File: config.mk
export PLATFORM = sky130hd
export DESIGN_NAME = store_buffer_flat
export DESIGN_NICKNAME = d
export VERILOG_FILES = /design/src/rtl/store_buffer_if.sv /design/src/rtl/store_buffer.sv /design/src/flat_wrapper.sv
export SDC_FILE = /design/constraint.sdc
export NUM_CORES = 1
export LEC_CHECK = 0
export CAP_MARGIN = 30
export CORE_MARGIN = 3
export CORE_UTILIZATION = 35
export CTS_BUF_LIST = sky130_fd_sc_hd__clkbuf_16
export DETAILED_ROUTE_END_ITERATION = 10
export PLACE_DENSITY = 0.66
export SYNTH_ARGS = -nofsm -noshare
export SYNTH_HDL_FRONTEND = slang
export SYNTH_SLANG_ARGS = --single-unit
export TNS_END_PERCENT = 10
File: constraint.sdc
create_clock -name clk -period 12.05 [get_ports clk]
set_input_delay 3.615 -clock clk [delete_from_list [all_inputs] [get_ports clk]]
set_output_delay 3.615 -clock clk [all_outputs]
set_load 0.01 [all_outputs]
File: src/rtl/store_buffer_if.sv
// Store-buffer bundle: pipeline store/load requests plus the single memory port pair.
// The slave modport is the buffer; the master modport is the pipeline/memory side.
interface store_buffer_if #(
  parameter int DATA_WIDTH = 32,
  parameter int ADDR_WIDTH = 32
);
  logic                  st_valid;
  logic                  st_ready;
  logic [ADDR_WIDTH-1:0] st_addr;
  logic [DATA_WIDTH-1:0] st_data;
  logic                  drain_en;
  logic                  ld_valid;
  logic [ADDR_WIDTH-1:0] ld_addr;
  logic [DATA_WIDTH-1:0] ld_data;
  logic                  ld_fwd_hit;
  logic                  empty;
  logic                  mem_write_enable;
  logic [ADDR_WIDTH-1:0] mem_write_addr;
  logic [DATA_WIDTH-1:0] mem_write_data;
  logic                  mem_read_enable;
  logic [ADDR_WIDTH-1:0] mem_read_addr;
  logic [DATA_WIDTH-1:0] mem_read_data;

  modport slave (
    input  st_valid, st_addr, st_data, drain_en, ld_valid, ld_addr, mem_read_data,
    output st_ready, ld_data, ld_fwd_hit, empty,
    output mem_write_enable, mem_write_addr, mem_write_data,
    output mem_read_enable, mem_read_addr
  );

  modport master (
    output st_valid, st_addr, st_data, drain_en, ld_valid, ld_addr, mem_read_data,
    input  st_ready, ld_data, ld_fwd_hit, empty,
    input  mem_write_enable, mem_write_addr, mem_write_data,
    input  mem_read_enable, mem_read_addr
  );
endinterface

File: src/rtl/store_buffer.sv
// In-order store buffer: accepts committed stores, drains one per cycle to the memory
// write port, and forwards the youngest matching buffered store to combinational loads.
module store_buffer #(
  parameter int DATA_WIDTH = 32,
  parameter int ADDR_WIDTH = 32,
  parameter int DEPTH      = 4
) (
  input logic           clk,
  input logic           reset,
  store_buffer_if.slave sb
);

  localparam int          PTR_W   = (DEPTH > 2) ? $clog2(DEPTH) : 1;
  localparam int          CNT_W   = $clog2(DEPTH + 1);
  localparam int unsigned DEPTH_U = DEPTH;
  localparam logic [PTR_W-1:0] LAST_IDX = PTR_W'(DEPTH - 1);
  localparam logic [CNT_W-1:0] FULL_CNT = CNT_W'(DEPTH);

  logic [ADDR_WIDTH-1:0] entry_addr [DEPTH];
  logic [DATA_WIDTH-1:0] entry_data [DEPTH];
  logic [PTR_W-1:0]      head;
  logic [PTR_W-1:0]      tail;
  logic [CNT_W-1:0]      count;
  logic                  push;
  logic                  pop;
  logic                  fwd_hit;
  logic [DATA_WIDTH-1:0] fwd_data;

  function automatic logic [PTR_W-1:0] ptr_next(input logic [PTR_W-1:0] p);
    return (p == LAST_IDX) ? '0 : p + 1'b1;
  endfunction

  // Index of the entry 'off' positions younger than p, wrapping at DEPTH (not a power of 2).
  function automatic logic [PTR_W-1:0] ptr_offset(input logic [PTR_W-1:0] p,
                                                  input int unsigned   off);
    int unsigned sum;
    sum = 32'(p) + off;
    if (sum >= DEPTH_U) sum = sum - DEPTH_U;
    return sum[PTR_W-1:0];
  endfunction

  assign sb.st_ready         = (count != FULL_CNT);
  assign sb.empty            = (count == '0);
  assign sb.mem_write_enable = sb.drain_en && (count != '0);
  assign sb.mem_write_addr   = entry_addr[head];
  assign sb.mem_write_data   = entry_data[head];
  assign sb.mem_read_enable  = sb.ld_valid;
  assign sb.mem_read_addr    = sb.ld_addr;

  assign push = sb.st_valid && sb.st_ready;
  assign pop  = sb.mem_write_enable;

  always_ff @(posedge clk or posedge reset) begin
    if (reset) begin
      head  <= '0;
      tail  <= '0;
      count <= '0;
    end else begin
      if (push) tail <= ptr_next(tail);
      if (pop)  head <= ptr_next(head);
      case ({push, pop})
        2'b10:   count <= count + 1'b1;
        2'b01:   count <= count - 1'b1;
        default: count <= count;
      endcase
    end
  end

  // Entry storage carries no reset; liveness is tracked by head/count alone.
  always_ff @(posedge clk) begin
    if (push) begin
      entry_addr[tail] <= sb.st_addr;
      entry_data[tail] <= sb.st_data;
    end
  end

  // Walk live entries oldest to youngest so the last match wins.
  always_comb begin
    logic [PTR_W-1:0] idx;
    idx      = '0;
    fwd_hit  = 1'b0;
    fwd_data = '0;
    for (int i = 0; i < DEPTH; i++) begin
      idx = ptr_offset(head, i);
      if ((CNT_W'(i) < count) && (entry_addr[idx] == sb.ld_addr)) begin
        fwd_hit  = 1'b1;
        fwd_data = entry_data[idx];
      end
    end
  end

  always_comb begin
    sb.ld_fwd_hit = 1'b0;
    sb.ld_data    = '0;
    if (sb.ld_valid) begin
      sb.ld_fwd_hit = fwd_hit;
      sb.ld_data    = fwd_hit ? fwd_data : sb.mem_read_data;
    end
  end

endmodule
File: src/flat_wrapper.sv
// flat-port wrapper written by rule: the top's interface ports become plain ports
module store_buffer_flat 
#(
  parameter int DATA_WIDTH = 32,
  parameter int ADDR_WIDTH = 32,
  parameter int DEPTH      = 4
)
  (clk, reset, sb_st_valid, sb_st_addr, sb_st_data, sb_drain_en, sb_ld_valid, sb_ld_addr, sb_mem_read_data, sb_st_ready, sb_ld_data, sb_ld_fwd_hit, sb_empty, sb_mem_write_enable, sb_mem_write_addr, sb_mem_write_data, sb_mem_read_enable, sb_mem_read_addr);
  store_buffer_if #(.DATA_WIDTH(DATA_WIDTH), .ADDR_WIDTH(ADDR_WIDTH)) sb_i ();
  input logic clk;
  input logic reset;
  input wire logic [$bits(sb_i.st_valid)-1:0] sb_st_valid;
  input wire logic [$bits(sb_i.st_addr)-1:0] sb_st_addr;
  input wire logic [$bits(sb_i.st_data)-1:0] sb_st_data;
  input wire logic [$bits(sb_i.drain_en)-1:0] sb_drain_en;
  input wire logic [$bits(sb_i.ld_valid)-1:0] sb_ld_valid;
  input wire logic [$bits(sb_i.ld_addr)-1:0] sb_ld_addr;
  input wire logic [$bits(sb_i.mem_read_data)-1:0] sb_mem_read_data;
  output wire logic [$bits(sb_i.st_ready)-1:0] sb_st_ready;
  output wire logic [$bits(sb_i.ld_data)-1:0] sb_ld_data;
  output wire logic [$bits(sb_i.ld_fwd_hit)-1:0] sb_ld_fwd_hit;
  output wire logic [$bits(sb_i.empty)-1:0] sb_empty;
  output wire logic [$bits(sb_i.mem_write_enable)-1:0] sb_mem_write_enable;
  output wire logic [$bits(sb_i.mem_write_addr)-1:0] sb_mem_write_addr;
  output wire logic [$bits(sb_i.mem_write_data)-1:0] sb_mem_write_data;
  output wire logic [$bits(sb_i.mem_read_enable)-1:0] sb_mem_read_enable;
  output wire logic [$bits(sb_i.mem_read_addr)-1:0] sb_mem_read_addr;
  assign sb_i.st_valid = sb_st_valid;
  assign sb_i.st_addr = sb_st_addr;
  assign sb_i.st_data = sb_st_data;
  assign sb_i.drain_en = sb_drain_en;
  assign sb_i.ld_valid = sb_ld_valid;
  assign sb_i.ld_addr = sb_ld_addr;
  assign sb_i.mem_read_data = sb_mem_read_data;
  assign sb_st_ready = sb_i.st_ready;
  assign sb_ld_data = sb_i.ld_data;
  assign sb_ld_fwd_hit = sb_i.ld_fwd_hit;
  assign sb_empty = sb_i.empty;
  assign sb_mem_write_enable = sb_i.mem_write_enable;
  assign sb_mem_write_addr = sb_i.mem_write_addr;
  assign sb_mem_write_data = sb_i.mem_write_data;
  assign sb_mem_read_enable = sb_i.mem_read_enable;
  assign sb_mem_read_addr = sb_i.mem_read_addr;
  store_buffer #(.DATA_WIDTH(DATA_WIDTH), .ADDR_WIDTH(ADDR_WIDTH), .DEPTH(DEPTH)) u_core (.clk(clk), .reset(reset), .sb(sb_i));
endmodule
**The metal 1 layer**

The bar under the picture is 50 µm long. Cells faint in the background.
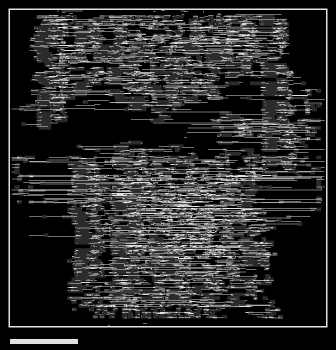
main direction: horizontal
longest straight run: 68.5 µm
share of all routed wire: 40%
nets with wire on the layer: 1391
wire length on this layer: 20.8 mm
met1 track utilization from global routing: 25.5%
routed wire length: 51700 µm
routed vias: 12300

**The metal 2 layer**

Cells faint in the background.
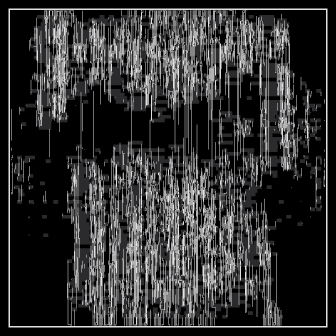
longest straight run: 90.4 µm
main direction: vertical
wire length on this layer: 25.8 mm
nets with wire on the layer: 1336
share of all routed wire: 50%
global routing met2 resource utilization: 31.2%

**Met3 routing**

The bar under the picture is 50 µm long. Cells faint in the background.
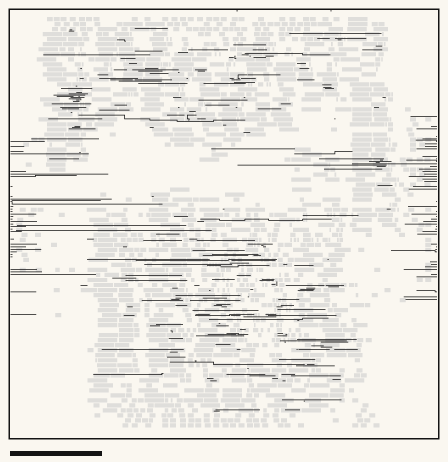
share of all routed wire: 8.1%
nets with wire on the layer: 235
met3 global-route usage: 3.47%

**Cell outlines without signal wires**

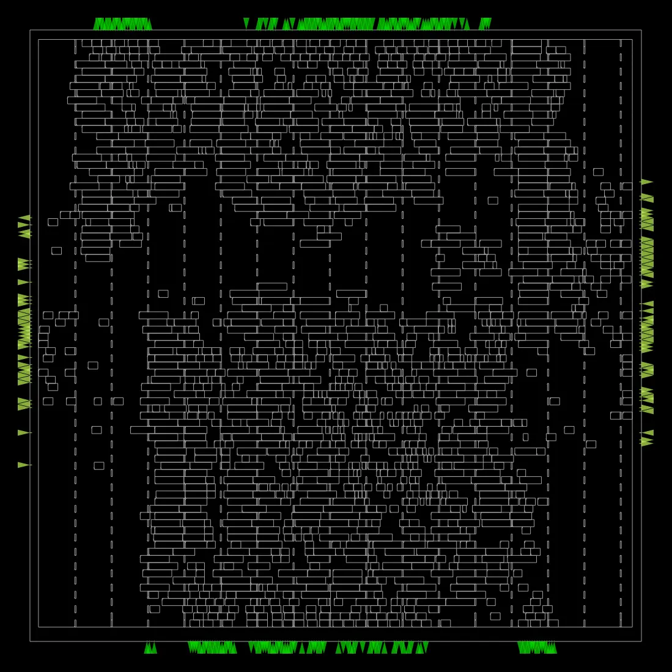
number of fill cells in the layout: 4488
Tap Count: 672
area inside the core boundary: 50300 µm²
cell row count: 82

**Sequential cells grouped by signal name**

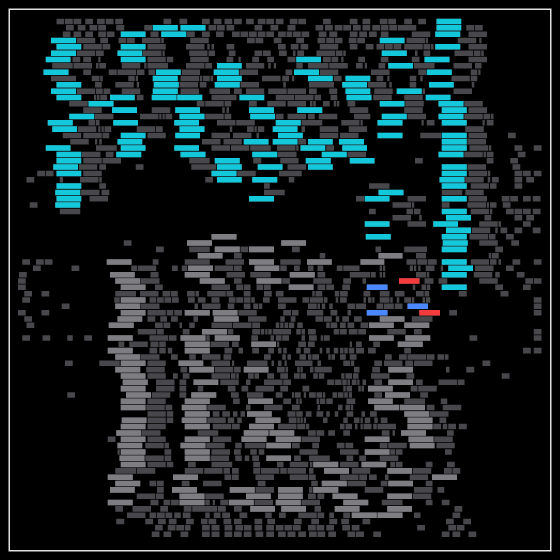
legend:
  cyan:
    netlist_name: `u_core.entry_data`
    sequential_cells: 128
  red:
    netlist_name: `u_core.tail`
    sequential_cells: 2
  blue:
    netlist_name: `u_core.count`
    sequential_cells: 3
not colored: 130
flop share of the area: 35.9%
sequential cell power: 1.39 mW

==> notes.org <==
#+TITLE: Synthesis and PnR summary

** GRT
- The initial antenna violation count was 6.
- The first global-routing pass estimated 76700 µm of wire.

** Placed design
- Placer's final routability congestion estimate :: 0.902

** Finish
- Largest contributor to cell area by class :: logic gates
- The final layout report lists a clock buffer count of 29.
- Seq Cell Count :: 263
- Nonclk buf count :: 289

** Power
- Total power per unit cell area :: 245 nW/µm²
- In this run, flip-flops and latches consume 25.8% of the power.

** Timing
- Across all setup checks in the final design, the least slack found is 0.376 ns.
- Worst hold margin :: 0.592 ns
- Max Freq :: 85.7 MHz
- Clk_skew :: 0.0101 ns
- Dividing the final minimum period by the clock period gives 96.9%.

** Floorplan
- The share of the core area taken by cells at floorplan is 35.6%.
- Top-level I/O count :: 266

** Worst setup path
- Top Family by Delay on Critical Path :: simple AND/OR/NAND/NOR gates
- CP max stage cell :: sky130_fd_sc_hd__clkdlybuf4s50_1
- The critical path is of the input port to primary output type.

** Logic synthesis
- The chip area line in the Yosys stat output reads 17900 µm².
- The post-synth register bit count is 263.

** Clock network
- Root buf cell :: sky130_fd_sc_hd__clkbuf_16
- Per the TritonCTS log, the buffer count is 29.

** Status
- The flow ran to the end, and the final reports show no timing, DRC or antenna violations.
registers in the layout, indices dropped and copies added (netlist names):
signal	cells
u_core.entry_addr	128
u_core.count	3
u_core.head	2
u_core.tail	2
u_core.entry_data	128
power by group through the flow:
stage,logic (mW),clock network [mW],registers (mW)
CTS,3.02,0.964,1.42
finish,3.03,0.946,1.39
global placement,2.98,0,1.41
global route,3.24,1.00,1.41
floorplan,2.21,0,1.32
detailed placement,3.01,0,1.43
how the worst min path moves through the flow:
stage                     from         endpoint  slack, ns  cells past startpoint
2_1_floorplan  u_core.count[1]  u_core.count[1]       0.53                      2
3_3_place_gp   u_core.count[1]  u_core.count[1]       0.57                      2
3_5_place_dp   u_core.count[1]  u_core.count[1]       0.58                      2
4_1_cts        u_core.count[1]  u_core.count[1]       0.60                      2
5_1_grt        u_core.count[1]  u_core.count[1]       0.63                      2
6_report       u_core.count[1]  u_core.count[1]       0.59                      2
metal layers:
metal | vias to the layer above | global-route usage, % | part of all wire (%)
met1 | 6429 | 25.5 | 40
met2 | 539 | 31.2 | 50
met3 | 64 | 3.47 | 8.1
li1 | 5312 | - | -
met4 | 2 | 4.42 | 1.8
met5 | - | 0 | 0.017
logic make-up (layout without fill, tap and decap cells):
family,count (synthesis),in the layout,share of synthesized area (%)
fa+ha+maj,10,10,0.699
xor+xnor,113,113,5.53
other cells,0,4,0
flops,263,263,44.0
compound gates,160,160,7.50
mux,297,297,32.4
simple gates,188,188,5.15
buf+inv,166,353,4.81
Power is estimated from default activity; no workload was simulated.
